Sequential cells grouped by signal name:
(2 px per um)
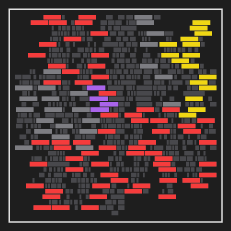
Wires at chosen ports, followed through buffers:
(4 px per um)
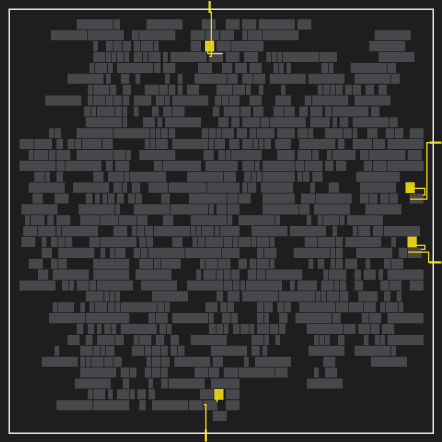
Routing congestion map:
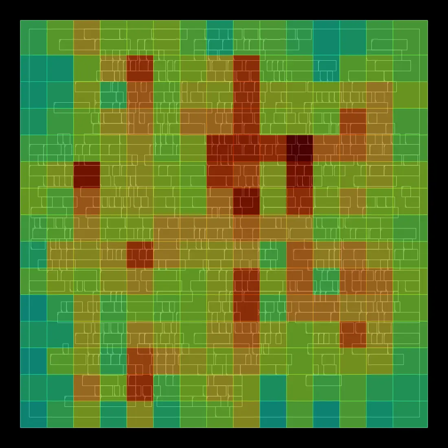
I/O pins on the die edge:
(2 px per um) Pins as bars across the die edge, other pins in gray.
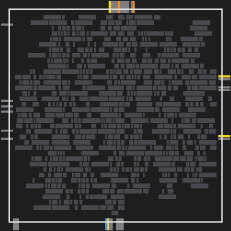
==> config.mk <==
export PLATFORM = sky130hd
export DESIGN_NAME = ts_failover_scheduler
export DESIGN_NICKNAME = d
export VERILOG_FILES = /design/src/rtl/ts_failover_scheduler.sv
export SDC_FILE = /design/constraint.sdc
export NUM_CORES = 1
export LEC_CHECK = 0
export CORE_MARGIN = 2
export CORE_UTILIZATION = 54
export DETAILED_ROUTE_END_ITERATION = 7
export GPL_ROUTABILITY_DRIVEN = 0
export HOLD_SLACK_MARGIN = 0.1
export PLACE_DENSITY = 0.77
export SYNTH_ARGS = -nofsm -noshare
export SYNTH_HDL_FRONTEND = slang
export SYNTH_SLANG_ARGS = --single-unit
==> constraint.sdc <==
create_clock -name clk -period 3.2 [get_ports clk]
set_input_delay 0.64 -clock clk [delete_from_list [all_inputs] [get_ports clk]]
set_output_delay 0.64 -clock clk [all_outputs]
set_load 0.03 [all_outputs]
==> CHANGELOG.md <==
## Flow update

- Initial detailed-routing violation count: 165
- CTS hold repair buffers: 0
- Mux share: 5.365%
- Vias per cell: between 5 and 6
- Basic Gates by Area: 24.53%
- Clk root buf: clkbuf_8
- Status: complete, no violations
- Largest net degree at the start of global routing: 109
- Unique masters post-synth: around 46
- DP Wirelength: between 7 and 8 mm
- Setup Buffers After CTS: 0
- Worst-path maximum fanout: 3
- Comb pwr share: about 25%
- Non-clk bufs: roughly 53
- Met3 Use GR: under 10%
- Clock skew: between 0.01 and 0.015 ns
- Cell area after layout: ~6400 um^2
- Switching share of total power: 31.64%
- Crit start category: input pin
- # diodes: 0
- Fillcell total: approximately 830
- Non-clk invs: 24
- Clock power frac: between 20% and 30%
- Share of cells above drive strength 1: between 10% and 20%
- Placed inst area: slightly above 6000 um^2
- Dominant comb cell: simple AND/OR/NAND/NOR gates
- First-pass GRT wire length: between 15 and 20 mm
- Top cells by count: dfrtp_1, nor2_1, nand2_1
- Max reg flops: around 64
- Nets: approximately 660
- Tapcell count: about 140
- DRC: 0
- Flop pwr share: between 40 and 50%
- Synth Seq Share: approximately 50%
- Post-Layout Cell Count: about 760
- Least-Margin Pin Slew: approximately 0.80 ns
- # H-tree levels: 3
- Number of cells in Yosys stat: 564
- Routed WL: 10.61 mm
- Tool Warnings: 37
- Hold_ws: 0.4929 ns
- Cell-internal power: around 2.4 mW
- Clock buffers created by TritonCTS: 9
- Crit path DAT: 3.24 ns
- Max VDD drop: 0.3304 mV
- PD cells: around 540 nW/um^2
About 'sequential cells grouped by signal name':
`healthy` -> purple  # flops 4, where center
`hold_q` -> yellow  # flops 16, where upper right
`los_cnt_q` -> red  # flops 64, where all over the die
not colored = 24
storage element area: 2708 um^2
sequential power: 1.71 mW

About 'wires at chosen ports, followed through buffers':
`valid` -> yellow  # bits 4, direction input, end cells 4, wire 67.2 um
Top Ports: 36
# port buffers: 32

About 'routing congestion map':
Avg WL per Cell: 14.05 um
met2 usage: 36.45%
total track usage: 20.46%
GR peak layer: met2
grt met1 use: 24.56%

About 'I/O pins on the die edge':
`mux_control` -> orange  # pins 2, direction output, edge top
`valid` -> yellow  # pins 4, direction input, edge 2 right, 1 bottom, 1 top
`all_fail` -> blue  # pins 1, direction output, edge bottom
Die X: 105.6 um
DIE HEIGHT: 105.6 um

No activity file was given, so power comes from the tool's default toggle rates.
